Selected gate families:
Scale: 12 px per µm.
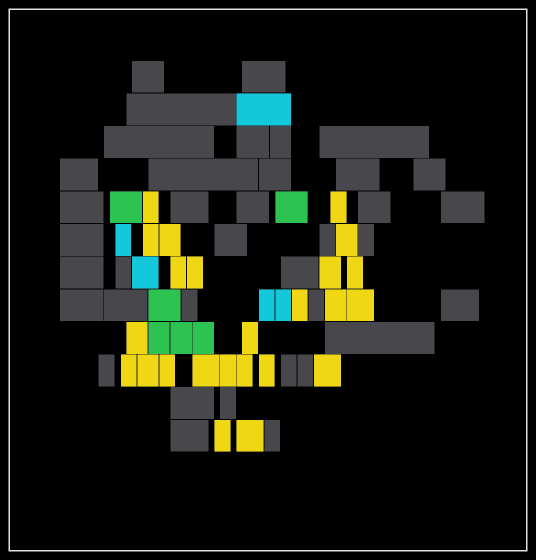
Metal layers overlaid:
Scale: 8 px per µm. Only two layers are drawn.
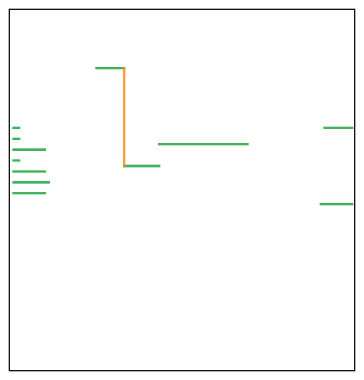
Routed clock nets over the placement:
Scale: 8 px per µm.
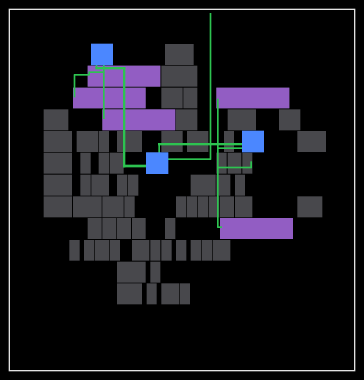
Routing congestion:
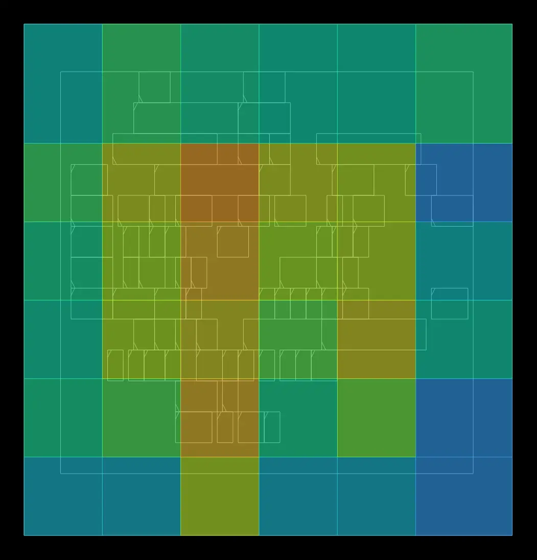
==> config.mk <==
export PLATFORM = sky130hd
export DESIGN_NAME = updown_step_counter
export DESIGN_NICKNAME = d
export VERILOG_FILES = /design/src/rtl/lab_pkg.sv /design/src/rtl/updown_step_counter_inc_dec_chain.sv /design/src/rtl/updown_step_counter.sv
export SDC_FILE = /design/constraint.sdc
export NUM_CORES = 1
export LEC_CHECK = 0
export ABC_AREA = 1
export CELL_PAD_IN_SITES_DETAIL_PLACEMENT = 0
export CELL_PAD_IN_SITES_GLOBAL_PLACEMENT = 1
export CORE_AREA = 3 3 40 42
export CTS_CLUSTER_DIAMETER = 80
export CTS_CLUSTER_SIZE = 30
export DETAILED_ROUTE_END_ITERATION = 8
export DIE_AREA = 0 0 43 45
export MAX_ROUTING_LAYER = met4
export PLACE_DENSITY = 0.81
export SLEW_MARGIN = 20
export SYNTH_ARGS = -nofsm -noshare
export SYNTH_HDL_FRONTEND = slang
export SYNTH_SLANG_ARGS = --single-unit
export TNS_END_PERCENT = 50
==> constraint.sdc <==
create_clock -name clk -period 1.34 [get_ports clk]
set_input_delay 0.134 -clock clk [delete_from_list [all_inputs] [get_ports clk]]
set_output_delay 0.134 -clock clk [all_outputs]
set_load 0.02 [all_outputs]
==> out/qor.yml <==
cpPeakStageDelay_ns: 0.59
post_synth_instance_area_um2: 336.6
clk_root_buffer_cell: "clkbuf_4"
switching_share: 0.3269
cp_num_cells: 1
worst_slew_margin_rel: 0.8181
synthXorXnorAreaFrac: 0.02602
critical_path.slowest_cell: "clkdlybuf4s50_1"
tritoncts: "yes"
cts.repair.resized: 8
die_height_um: 45
n_antenna_cell: 0
layout.area.top_class: "multi-input combinational cells"
cellLeakagePower_uw: 0.0002889
seq_area_um2: 125.1
timing.reg2reg.worst_path_depth: 7
largestPowerGroup: "combinational logic"
enable_flop_cells: 0
ys_top_cells_by_area: "dfrtp_1 37%, nand2_1 16%, nand3_1 8.9%"
run_status: "finished clean"
comb_power_share: 0.351
postSynthNetCount: 59
fin_tns_setup_ns: 0
worst_ep_required_time_ns: 1.21
synth_dominant_cell_count: "nand2_1"
yosysChipArea_um2: 336.6
core_mm2: 0.001285
drt_iter0_markers: 2
clkTransAtPathRegs_ns: 0.05
final.signal_inverter_count: 9
grt_start_max_net_pins: 7
tap_cells: 15
io_pins: 15
yosys.cell_types.count: 13
first_pass_iters: 4
antenna_found_initial: 0
drv.max_cap_violation_count: 0
power.ir.vdd_worst_mv: 0.3477
## Picture notes: 'selected gate families'
Yellow is NAND gates, cells 24, most used nand2_1. Cyan is NOR gates, cells 5, most used nor2_1, where centre. Green is inverting AOI/OAI gates, cells 6, most used a22oi_1.
number of cells in the finished layout apart from fillers: 87
leading cell type in the layout, fill and taps excluded: nand2_1

## Picture notes: 'metal layers overlaid'
Green is met3, wire length 44.4 µm. Orange is met4, wire length 12.2 µm.
GRT Overall Usage: 0.1119
wire length per cell after detailed routing: 9.713 µm
total wire length: 845 µm
vias post-DR: 381

## Picture notes: 'routed clock nets over the placement'
Blue is cells driving clock nets, count 3. Purple is flip-flops, count 5. Green is clock wires, length 101 µm.
There are 4 routed clock nets.
Clock Power: 178 µW
worst skew pair latency: 0.25 ns

## Picture notes: 'routing congestion'
Global Route met2 Usage: 0.1707
met1 track demand over resource: 0.1192
fraction of met3 tracks used by global routing: 0.04781
grt peak-use layer: met2

No activity file was given, so power comes from the tool's default toggle rates.
